<file path="config.mk">
export PLATFORM = sky130hd
export DESIGN_NAME = mesh_seq_ctrl
export DESIGN_NICKNAME = d
export VERILOG_FILES = /design/src/rtl/mesh_seq_ctrl.sv
export SDC_FILE = /design/constraint.sdc
export NUM_CORES = 1
export LEC_CHECK = 0
export CORE_ASPECT_RATIO = 0.7
export CORE_MARGIN = 2
export CORE_UTILIZATION = 42
export CTS_CLUSTER_SIZE = 14
export DETAILED_ROUTE_END_ITERATION = 12
export HOLD_SLACK_MARGIN = 0.15
export PLACE_DENSITY = 0.79
export SYNTH_ARGS = -nofsm -noshare
export SYNTH_HDL_FRONTEND = slang
export SYNTH_SLANG_ARGS = --single-unit
</file>
<file path="constraint.sdc">
create_clock -name CLK -period 2 [get_ports CLK]
set_input_delay 0.3 -clock CLK [delete_from_list [all_inputs] [get_ports CLK]]
set_output_delay 0.3 -clock CLK [all_outputs]
set_load 0.005 [all_outputs]
</file>
<file path="src/rtl/mesh_seq_ctrl.sv">
// Sequencer for an NxN systolic mesh: skewed operand feed, accumulate
// window, then row-major result readout over a valid/ready handshake.
module mesh_seq_ctrl #(
    parameter int N  = 4,
    parameter int IW = 2
) (
    input  logic          CLK,
    input  logic          RST,
    input  logic          START,
    output logic          ACC_EN,
    output logic [N*IW-1:0] A_IDX,
    output logic [N-1:0]  A_VLD,
    output logic [N*IW-1:0] B_IDX,
    output logic [N-1:0]  B_VLD,
    output logic [IW-1:0] RD_ROW,
    output logic [IW-1:0] RD_COL,
    output logic          RD_VLD,
    input  logic          RD_RDY,
    output logic          BUSY,
    output logic          DONE
);

    localparam int TW = $clog2(3 * N);

    localparam logic [1:0] S_IDLE = 2'd0;
    localparam logic [1:0] S_COMP = 2'd1;
    localparam logic [1:0] S_READ = 2'd2;
    localparam logic [1:0] S_DONE = 2'd3;

    localparam logic [TW-1:0] T_LAST   = TW'(3 * N - 3);
    localparam logic [IW-1:0] IDX_LAST = IW'(N - 1);

    logic [1:0]    state_q, state_d;
    logic [TW-1:0] t_q, t_d;
    logic [IW-1:0] row_q, row_d;
    logic [IW-1:0] col_q, col_d;

    logic in_comp;
    logic in_read;
    logic in_done;

    always_comb begin
        state_d = state_q;
        t_d     = t_q;
        row_d   = row_q;
        col_d   = col_q;
        unique case (state_q)
            S_IDLE: begin
                t_d   = '0;
                row_d = '0;
                col_d = '0;
                if (START) begin
                    state_d = S_COMP;
                end
            end
            S_COMP: begin
                if (t_q == T_LAST) begin
                    state_d = S_READ;
                    t_d     = '0;
                    row_d   = '0;
                    col_d   = '0;
                end else begin
                    t_d = t_q + TW'(1);
                end
            end
            S_READ: begin
                // RD_VLD is implied by the state, so RD_RDY alone accepts
                if (RD_RDY) begin
                    if (col_q == IDX_LAST) begin
                        col_d = '0;
                        if (row_q == IDX_LAST) begin
                            state_d = S_DONE;
                        end else begin
                            row_d = row_q + IW'(1);
                        end
                    end else begin
                        col_d = col_q + IW'(1);
                    end
                end
            end
            S_DONE: begin
                state_d = S_IDLE;
            end
            default: begin
                state_d = S_IDLE;
            end
        endcase
    end

    always_ff @(posedge CLK or negedge RST) begin
        if (!RST) begin
            state_q <= S_IDLE;
            t_q     <= '0;
            row_q   <= '0;
            col_q   <= '0;
        end else begin
            state_q <= state_d;
            t_q     <= t_d;
            row_q   <= row_d;
            col_q   <= col_d;
        end
    end

    assign in_comp = (state_q == S_COMP);
    assign in_read = (state_q == S_READ);
    assign in_done = (state_q == S_DONE);

    assign ACC_EN = in_comp | in_read;
    assign BUSY   = in_comp | in_read;
    assign DONE   = in_done;
    assign RD_VLD = in_read;
    // row_q is left at N-1 in DONE, so gate the select with the state
    assign RD_ROW = in_read ? row_q : '0;
    assign RD_COL = in_read ? col_q : '0;

    always_comb begin
        A_VLD = '0;
        A_IDX = '0;
        for (int i = 0; i < N; i++) begin
            if (in_comp && (t_q >= TW'(i)) && (t_q < TW'(i + N))) begin
                A_VLD[i]           = 1'b1;
                A_IDX[i*IW +: IW]  = IW'(t_q - TW'(i));
            end
        end
    end

    // Column skew is identical to row skew: both lag the step count by index
    assign B_VLD = A_VLD;
    assign B_IDX = A_IDX;

endmodule

</file>
Figure 1. Port wiring.
Drawn at 4 px/um.
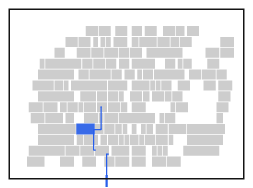
| colour | port | bits | direction | end cells | buffers | wire |
|---|---|---|---|---|---|---|
| blue | DONE | 1 | output | 1 | 1 | 19.2 um |

Figure 2. Sizing map.
Drawn at 8 px/um.
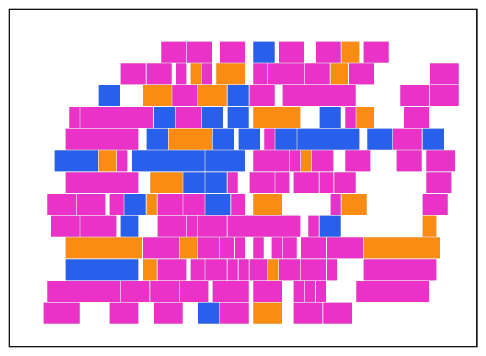
| colour | size | cells | most used |
|---|---|---|---|
| magenta | x1 and smaller | 93 | dlygate4sd2_1 |
| orange | x2 | 22 | nor3_2 |
| blue | x3 and x4 | 25 | buf_4 |

Figure 3. Cell placement.
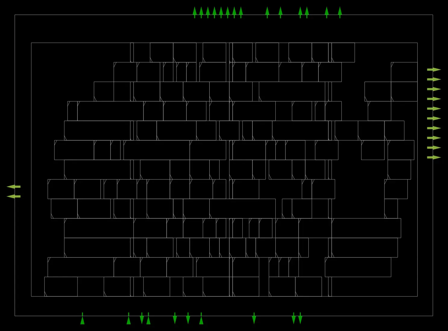
Filler Cells Inserted: 134
Util after Layout: 70.68%
flip-flops: 10

==> results_slide.txt <==
Physical Implementation Snapshot

Outcome
  – Run status: finished, final reports clean

Final timing
  – Final Cycle Share: between 90% and 100%
  – Final Hold Violating Endpoints: 0
  – Summed negative setup slack over all endpoints: 0 ps
  – Worst setup skew after layout: between 6 and 7 ps
  – Count of endpoints failing setup in the final report: 0
  – Worst hold-check slack: 353.9 ps
  – Max-Slew Margin vs Limit: 67.18%
  – Slew at the pin closest to its max-slew limit: ~490 ps
  – RSZ-0062 raised after global routing: yes

GRT
  – GRT met3 Usage: 6.481%
  – Number of global-route vias before repair: 789
  – Total routing usage reported by global routing: ~21%
  – M1 GR Usage: between 20 and 25%
  – Global-route track usage on met2: between 30 and 40%
  – Peak-usage layer in the global routing report: met2

CTS
  – Post-CTS setup-driven buffer insertion count: 5
  – Number of gates resized after cts: 44
  – Post-cts hold-fix buffer tally: 0
  – Maximum clock path buffer count: 2
  – Clock-pin slew on the worst setup and hold paths: about 70 ps
  – Cell at the root of the clock tree: sky130_fd_sc_hd__clkbuf_4
  – Clock tree from TritonCTS: built

Logic synthesis
  – Area fraction in full adders, half adders and majority gates: between 10 and 15%
  – Synth warnings: 0
  – Area fraction in xor and xnor cells: a little over 3%
  – Prevailing logic family in the synthesized netlist: simple AND/OR/NAND/NOR gates
  – Post-synthesis average cell area: roughly 8.4 sq um
  – Share of the synthesized area in the top cell type: between 20% and 30%
  – Synthesized chip area reported by yosys: 865.8 sq um
  – Multiplexer share of the synthesized area: between 5 and 6%
  – Synth cell types: 27
  – Synth Cell Area: 865.8 sq um
  – Largest area contributor in the synthesized netlist: sky130_fd_sc_hd__dfrtp_1
  – Gate count of the mapped netlist: between 100 and 150

Power
  – Static Leak: 0.6912 nW
  – Clock network power share: between 7 and 8%
  – Maximum vdd ir drop: ~1300 uV
  – Switching component of the power: 0.8489 mW
  – Sequential power: 0.380 mW
  – Overall Power: about 1.9 mW
  – Power per standard cell area: 1416 nW/um^2
  – Largest power group: combinational cells
  – Power share of the combinational group: between 70% and 80%
  – Net switching share of the total power: between 40% and 50%
  – Share of total power in sequential cells: 19.9%

Floorplan
  – FP Rows: 13
  – Tapcells inserted: 22
  – Width of the die: 58.27 um
  – Die Height: ~42 um
  – Die Outline Area: between 2000 and 2500 sq um

Cells and area
  – Register fraction of the total cell area: about a fifth
  – Layout buffer count excluding clock buffers: 50
  – Most frequent cells in the layout: sky130_fd_sc_hd__dlygate4sd2_1, sky130_fd_sc_hd__buf_4, sky130_fd_sc_hd__clkdlybuf4s50_1
  – Multi-input logic portion of the cell area: between 40% and 50%
  – Clock buffer count in the final layout: 3
  – Layout clock area frac: around 1.7%
  – Comb area: about 570 sq um
  – Count of inverters not on the clock network in the layout: 11
  – Flop area: ~250 sq um
  – Top cell class by occupied area: logic gates
  – Non-filler cells in the finished layout: approximately 160
  – Most flop-heavy register: t_q
  – Max FFs per register: 4
  – Most common library cell in the layout ignoring fill and taps: sky130_fd_sc_hd__dlygate4sd2_1
  – Fraction of final layout cells with drive strength greater than 1: 33.57%

Critical path
  – Stage delay of the slowest cell on the critical path: 440 ps
  – Family with the most delay on the worst path: buffers and inverters
  – Type of origin of the critical path: flip-flop
  – Data arrival time of the worst path: 1680 ps
  – Critical Path Stages: 5
  – Category of the critical setup timing path: reg2out
  – Critical path, cell by cell: inv_2 -> ha_1 -> o31ai_4 -> inv_1 -> dlygate4sd2_1
  – Kind of end point of the critical path: output pin
  – Max FO, Critical Path: 4
  – Flop-to-flop setup slack: 60 ps
  – Highest-delay cell along the critical path: sky130_fd_sc_hd__dfrtp_1
  – Capturing element of the worst setup path: A_VLD[1]
  – Required @ worst endpoint: 1700 ps

Place
  – Number of placed instances, taps included: about 150
  – Placer's final routability congestion estimate: just under 0.8

Detailed routing
  – Wire length on met3: roughly 130 um
  – Average wire per standard cell: around 16 um
  – Vias per cell: 5.358
  – First-pass DRT Iterations: 4
  – Final wirelength: roughly 2.6 mm
  – 1st-iter DRT viols: 33
  – Uppermost layer routed: met4
  – Post-Route M1 WL: between 1 and 1.5 mm
  – Vias after detailed routing: between 800 and 900

Min path
  – HP Class: in2async

Flow run
  – Total tool warning count: 34
Figure 4. Signal wires by layer.
Drawn at 8 px/um. Two of the layers only.
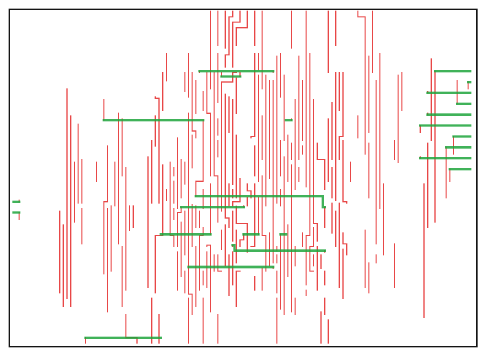
| colour | layer | wire length |
|---|---|---|
| green | M3 | 129 um |
| red | M2 | 1370 um |

Figure 5. Pin map.
Drawn at 8 px/um. Pins as bars across the die edge, other pins in grey.
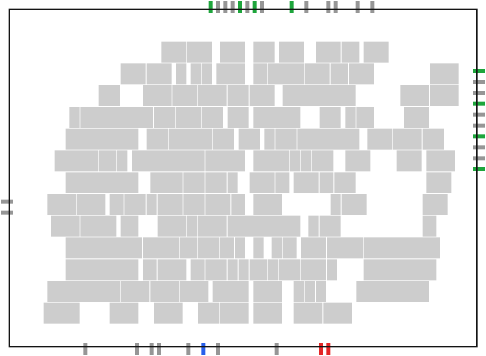
| colour | port | pins | direction | edge |
|---|---|---|---|---|
| red | RD_ROW | 2 | output | bottom |
| blue | DONE | 1 | output | bottom |
| green | A_IDX | 8 | output | 4 top, 4 right |
all pins by edge: 14 top, 10 right, 10 bottom, 2 left

Power and IR drop assume default switching activity.
